==> images/clock_wires.png <==
Bar = 100 µm.
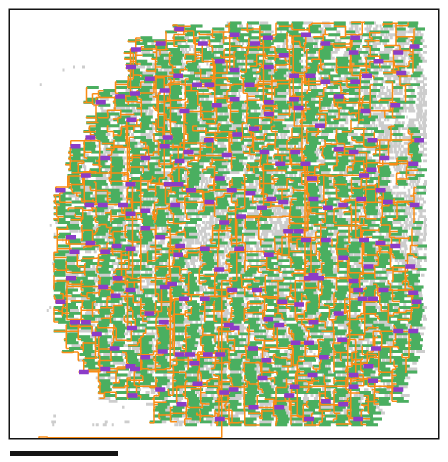
==> images/class_map.png <==
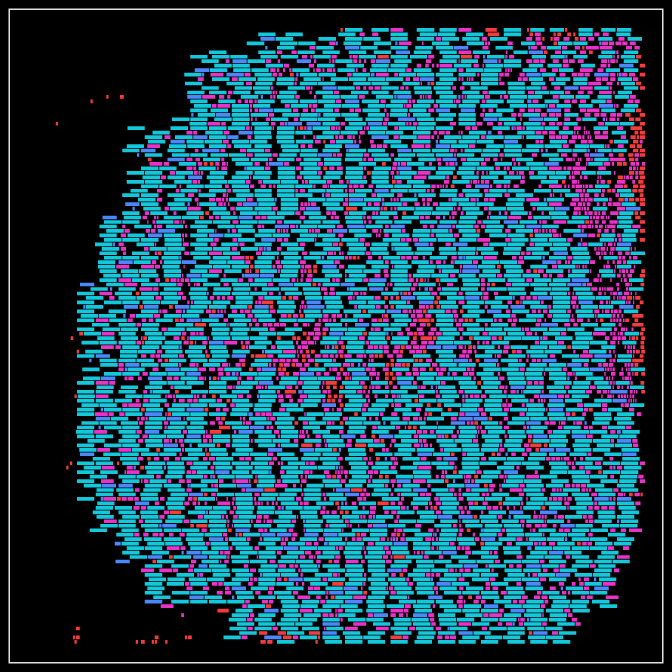
==> images/clock_nets.png <==
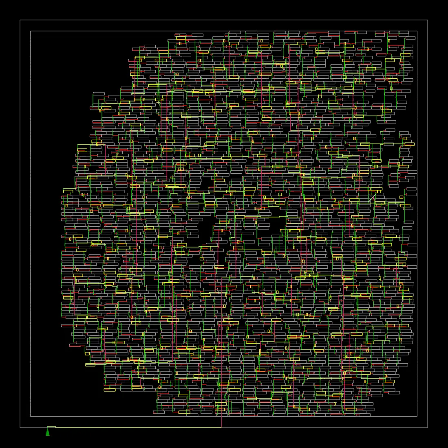
==> images/ff_map.png <==
Other sequential cells in the stronger grey, the rest of the logic in the fainter grey.
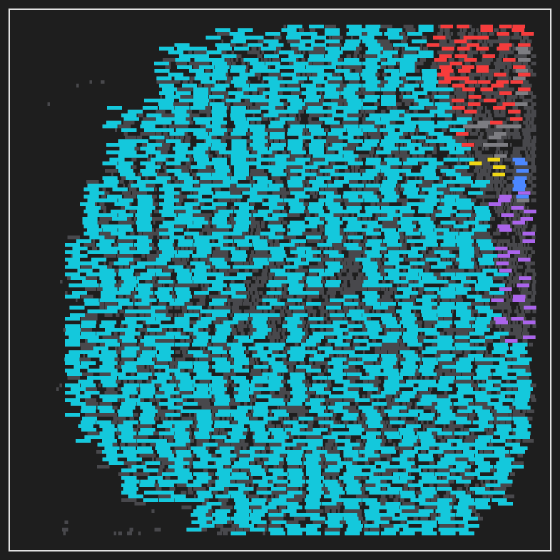
### src/rtl/dmem_mmio_responder_if.sv
// Core data-port and console-stream bundle for dmem_mmio_responder.
// The master side is the core plus console sink; the slave side is the responder.
interface dmem_mmio_responder_if;
  logic        MemWrite;
  logic [31:0] ALUresult;
  logic [31:0] WriteDataMem;
  logic [31:0] ReadDataMem;
  logic        con_valid;
  logic [7:0]  con_data;
  logic        con_ready;

  modport master (
    output MemWrite,
    output ALUresult,
    output WriteDataMem,
    output con_ready,
    input  ReadDataMem,
    input  con_valid,
    input  con_data
  );

  modport slave (
    input  MemWrite,
    input  ALUresult,
    input  WriteDataMem,
    input  con_ready,
    output ReadDataMem,
    output con_valid,
    output con_data
  );
endinterface

### src/rtl/dmem_mmio_responder.sv
// Data-side responder for the single-cycle MIPS core: word RAM plus an MMIO page
// holding a console TX FIFO, a free-running cycle counter and a halt register.
module dmem_mmio_responder #(
  parameter int RAM_WORDS  = 64,
  parameter int FIFO_DEPTH = 8
) (
  input  logic                  CLK,
  input  logic                  reset,
  dmem_mmio_responder_if.slave  bus,
  output logic                  halt,
  output logic [7:0]            halt_code,
  output logic                  addr_err
);

  localparam int RAM_AW  = $clog2(RAM_WORDS);
  localparam int FIFO_AW = $clog2(FIFO_DEPTH);
  localparam int CNT_W   = FIFO_AW + 1;

  localparam logic [29:0] CON_TX_WA = 30'h3FFF_C000;
  localparam logic [29:0] STAT_WA   = 30'h3FFF_C001;
  localparam logic [29:0] CYCLE_WA  = 30'h3FFF_C002;
  localparam logic [29:0] HALT_WA   = 30'h3FFF_C003;

  logic [31:0]        ram_r [RAM_WORDS];
  logic [7:0]         fifo_mem_r [FIFO_DEPTH];
  logic [FIFO_AW-1:0] wr_ptr_r;
  logic [FIFO_AW-1:0] rd_ptr_r;
  logic [CNT_W-1:0]   count_r;
  logic               ovf_r;
  logic               con_valid_r;
  logic [7:0]         con_data_r;
  logic [31:0]        cycle_r;
  logic               halt_r;
  logic [7:0]         halt_code_r;
  logic               addr_err_r;

  logic [29:0]        word_addr_s;
  logic [RAM_AW-1:0]  ram_idx_s;
  logic               ram_hit_s;
  logic               con_tx_hit_s;
  logic               stat_hit_s;
  logic               cycle_hit_s;
  logic               halt_hit_s;
  logic               mapped_s;
  logic               wr_en_s;
  logic               ram_we_s;
  logic               push_req_s;
  logic               push_s;
  logic               pop_s;
  logic               full_s;
  logic               empty_s;
  logic               ovf_set_s;
  logic [CNT_W-1:0]   count_next_s;
  logic [FIFO_AW-1:0] wr_ptr_next_s;
  logic [FIFO_AW-1:0] rd_ptr_next_s;
  logic [7:0]         head_next_s;
  logic [7:0]         stat_count_s;
  logic [31:0]        rdata_s;
  logic               addr_lsb_unused_s;

  assign addr_lsb_unused_s = ^bus.ALUresult[1:0];

  // Address decode and store qualification; halted or reset cycles commit no stores.
  always_comb begin
    word_addr_s  = bus.ALUresult[31:2];
    ram_idx_s    = bus.ALUresult[RAM_AW+1:2];
    ram_hit_s    = (bus.ALUresult[31:RAM_AW+2] == {(30-RAM_AW){1'b0}});
    con_tx_hit_s = (word_addr_s == CON_TX_WA);
    stat_hit_s   = (word_addr_s == STAT_WA);
    cycle_hit_s  = (word_addr_s == CYCLE_WA);
    halt_hit_s   = (word_addr_s == HALT_WA);
    mapped_s     = ram_hit_s | con_tx_hit_s | stat_hit_s | cycle_hit_s | halt_hit_s;
    wr_en_s      = bus.MemWrite & ~halt_r;
    ram_we_s     = wr_en_s & ram_hit_s & ~reset;
  end

  // FIFO control: a push into a full FIFO only lands when the head leaves on the same edge.
  always_comb begin
    empty_s       = (count_r == {CNT_W{1'b0}});
    full_s        = (count_r == CNT_W'(FIFO_DEPTH));
    push_req_s    = wr_en_s & con_tx_hit_s;
    pop_s         = con_valid_r & bus.con_ready;
    push_s        = push_req_s & (~full_s | pop_s);
    ovf_set_s     = push_req_s & full_s & ~pop_s;
    wr_ptr_next_s = push_s ? (wr_ptr_r + {{(FIFO_AW-1){1'b0}}, 1'b1}) : wr_ptr_r;
    rd_ptr_next_s = pop_s ? (rd_ptr_r + {{(FIFO_AW-1){1'b0}}, 1'b1}) : rd_ptr_r;
    case ({push_s, pop_s})
      2'b10:   count_next_s = count_r + {{(CNT_W-1){1'b0}}, 1'b1};
      2'b01:   count_next_s = count_r - {{(CNT_W-1){1'b0}}, 1'b1};
      default: count_next_s = count_r;
    endcase
    // The byte written this edge becomes the head when it lands in the next read slot.
    if (push_s && (wr_ptr_r == rd_ptr_next_s)) begin
      head_next_s = bus.WriteDataMem[7:0];
    end else begin
      head_next_s = fifo_mem_r[rd_ptr_next_s];
    end
  end

  // Load data mux; CON_TX and unmapped addresses read as zero.
  always_comb begin
    stat_count_s = 8'(count_r);
    rdata_s      = 32'h0000_0000;
    if (ram_hit_s) begin
      rdata_s = ram_r[ram_idx_s];
    end else if (stat_hit_s) begin
      rdata_s = {16'h0000, stat_count_s, 5'b00000, ovf_r, empty_s, full_s};
    end else if (cycle_hit_s) begin
      rdata_s = cycle_r;
    end else if (halt_hit_s) begin
      rdata_s = {23'h000000, halt_r, halt_code_r};
    end else begin
      rdata_s = 32'h0000_0000;
    end
  end

  // Data RAM: contents are deliberately left unreset.
  always_ff @(posedge CLK) begin
    if (ram_we_s) begin
      ram_r[ram_idx_s] <= bus.WriteDataMem;
    end
  end

  // Console FIFO storage, pointers, occupancy and registered head.
  always_ff @(posedge CLK or posedge reset) begin
    if (reset) begin
      for (int i = 0; i < FIFO_DEPTH; i++) begin
        fifo_mem_r[i] <= 8'h00;
      end
      wr_ptr_r    <= {FIFO_AW{1'b0}};
      rd_ptr_r    <= {FIFO_AW{1'b0}};
      count_r     <= {CNT_W{1'b0}};
      ovf_r       <= 1'b0;
      con_valid_r <= 1'b0;
      con_data_r  <= 8'h00;
    end else begin
      if (push_s) begin
        fifo_mem_r[wr_ptr_r] <= bus.WriteDataMem[7:0];
      end
      wr_ptr_r    <= wr_ptr_next_s;
      rd_ptr_r    <= rd_ptr_next_s;
      count_r     <= count_next_s;
      ovf_r       <= ovf_r | ovf_set_s;
      con_valid_r <= (count_next_s != {CNT_W{1'b0}});
      con_data_r  <= head_next_s;
    end
  end

  // Cycle counter: a CYCLE store overrides the increment; frozen once halted.
  always_ff @(posedge CLK or posedge reset) begin
    if (reset) begin
      cycle_r <= 32'h0000_0000;
    end else if (!halt_r) begin
      if (bus.MemWrite && cycle_hit_s) begin
        cycle_r <= 32'h0000_0000;
      end else begin
        cycle_r <= cycle_r + 32'h0000_0001;
      end
    end
  end

  // Halt latch and sticky store-to-unmapped flag.
  always_ff @(posedge CLK or posedge reset) begin
    if (reset) begin
      halt_r      <= 1'b0;
      halt_code_r <= 8'h00;
      addr_err_r  <= 1'b0;
    end else begin
      if (wr_en_s && halt_hit_s) begin
        halt_r      <= 1'b1;
        halt_code_r <= bus.WriteDataMem[7:0];
      end
      if (wr_en_s && !mapped_s) begin
        addr_err_r <= 1'b1;
      end
    end
  end

  assign bus.ReadDataMem = rdata_s;
  assign bus.con_valid   = con_valid_r;
  assign bus.con_data    = con_data_r;
  assign halt            = halt_r;
  assign halt_code       = halt_code_r;
  assign addr_err        = addr_err_r;

endmodule

### src/flat_wrapper.sv
// flat-port wrapper written by rule: the top's interface ports become plain ports
module dmem_mmio_responder_flat 
#(
  parameter int RAM_WORDS  = 64,
  parameter int FIFO_DEPTH = 8
)
  (CLK, reset, halt, halt_code, addr_err, bus_MemWrite, bus_ALUresult, bus_WriteDataMem, bus_con_ready, bus_ReadDataMem, bus_con_valid, bus_con_data);
  dmem_mmio_responder_if bus_i ();
  input  logic CLK;
  input  logic reset;
  output logic halt;
  output logic [7:0] halt_code;
  output logic addr_err;
  input wire logic [$bits(bus_i.MemWrite)-1:0] bus_MemWrite;
  input wire logic [$bits(bus_i.ALUresult)-1:0] bus_ALUresult;
  input wire logic [$bits(bus_i.WriteDataMem)-1:0] bus_WriteDataMem;
  input wire logic [$bits(bus_i.con_ready)-1:0] bus_con_ready;
  output wire logic [$bits(bus_i.ReadDataMem)-1:0] bus_ReadDataMem;
  output wire logic [$bits(bus_i.con_valid)-1:0] bus_con_valid;
  output wire logic [$bits(bus_i.con_data)-1:0] bus_con_data;
  assign bus_i.MemWrite = bus_MemWrite;
  assign bus_i.ALUresult = bus_ALUresult;
  assign bus_i.WriteDataMem = bus_WriteDataMem;
  assign bus_i.con_ready = bus_con_ready;
  assign bus_ReadDataMem = bus_i.ReadDataMem;
  assign bus_con_valid = bus_i.con_valid;
  assign bus_con_data = bus_i.con_data;
  dmem_mmio_responder #(.RAM_WORDS(RAM_WORDS), .FIFO_DEPTH(FIFO_DEPTH)) u_core (.CLK(CLK), .reset(reset), .bus(bus_i), .halt(halt), .halt_code(halt_code), .addr_err(addr_err));
endmodule
### config.mk
export PLATFORM = sky130hd
export DESIGN_NAME = dmem_mmio_responder_flat
export DESIGN_NICKNAME = d
export VERILOG_FILES = /design/src/rtl/dmem_mmio_responder_if.sv /design/src/rtl/dmem_mmio_responder.sv /design/src/flat_wrapper.sv
export SDC_FILE = /design/constraint.sdc
export NUM_CORES = 2
export LEC_CHECK = 0
export CORE_MARGIN = 10
export CORE_UTILIZATION = 60
export DETAILED_ROUTE_END_ITERATION = 6
export PLACE_DENSITY = 0.77
export SYNTH_ARGS = -nofsm -noshare
export SYNTH_HDL_FRONTEND = slang
export SYNTH_SLANG_ARGS = --single-unit
### constraint.sdc
create_clock -name CLK -period 7.2 [get_ports CLK]
set_clock_uncertainty 0.2 [all_clocks]
set_input_delay 1.08 -clock CLK [delete_from_list [all_inputs] [get_ports CLK]]
set_output_delay 1.08 -clock CLK [all_outputs]
set_load 0.05 [all_outputs]
==> out/qor.yml <==
p_seq_share_pct: 53.2
dpl_worst_slack_ns: 0.6001
min_from: "u_core.ovf_r"
mostFrequentLayoutCell: "edfxtp_1"
violations: "design-rule violations, max-capacitance violations, max-slew violations"
dp_cells: 6795
nFillCells: 8690
avgSynthCellArea_um2: 17.55
outcome: "complete, but fails checks"
seq_cell_power_mw: 13.8
clkTransAtPathRegs_ns: 0.06
path_cells: "buf_8, nor2b_4, buf_4, buf_4, a22oi_1, a22oi_1, o22ai_1, nor4_1, buf_4, o21ai_0, buf_4"
drtIter0Drc: 9513
cts_tree: "yes"
fp-utilization_pct: 60.31
synth_warnings: 0
drv_cap: 2
nonClockInverterCount: 10
vias: 52190
regToRegEndpoint: "u_core.ram_r[6][11]"
finalMaxSlewViolations: 17
hold_buffers: 0
r2r-start: "u_core.halt"
post_cts_resized: 0
hold_slack_ns: 0.2795
peakVddDrop_v: 0.0002725
comb_share_pct: 20.25
postRouteAntennaNets: 0
crit_required_ns: 5.92
drt_drc_violations_left: 1
cellLeakagePower_nw: 32.39
yosysTopAreaCell: "edfxtp_1"
antenna_found_initial: 26
ys_sh_aoi_pct: 8.702
clk_share_pct: 6.796
grt_usage_pct: 32.60
startpoint: "bus_ALUresult[3]"
## Picture notes: clock_wires.png
green -> flip-flops  # count 2174
purple -> clock-net drivers  # count 202
orange -> clock wires  # length 21.7 mm
routed clock nets = 203

## Picture notes: class_map.png
blue -> clock drivers and dummy loads  # cells 373
red -> remaining buffers and delay cells  # cells 373
cyan -> registers  # cells 2174
magenta -> remaining logic cells  # cells 2358
core area: 0.1414 mm²
Final Util: 68.17%
Row Count: 138
post-route cell area: 0.09640 mm²

## Picture notes: clock_nets.png
CTS Buf Count: 202
Seq cells: 2174
# clk buffers: 246
Clock Sinks: 2174
Clk power: 10.7 mW

## Picture notes: ff_map.png
blue -> `u_core.halt_code`  # sequential cells 8
red -> `u_core.fifo_mem_r`  # sequential cells 64, where upper right
cyan -> `u_core.ram_r`  # sequential cells 2048, where all over the die
yellow -> `u_core.count_r`  # sequential cells 4
purple -> `u_core.cycle_r`  # sequential cells 32, where middle right

Power is estimated from default activity; no workload was simulated.
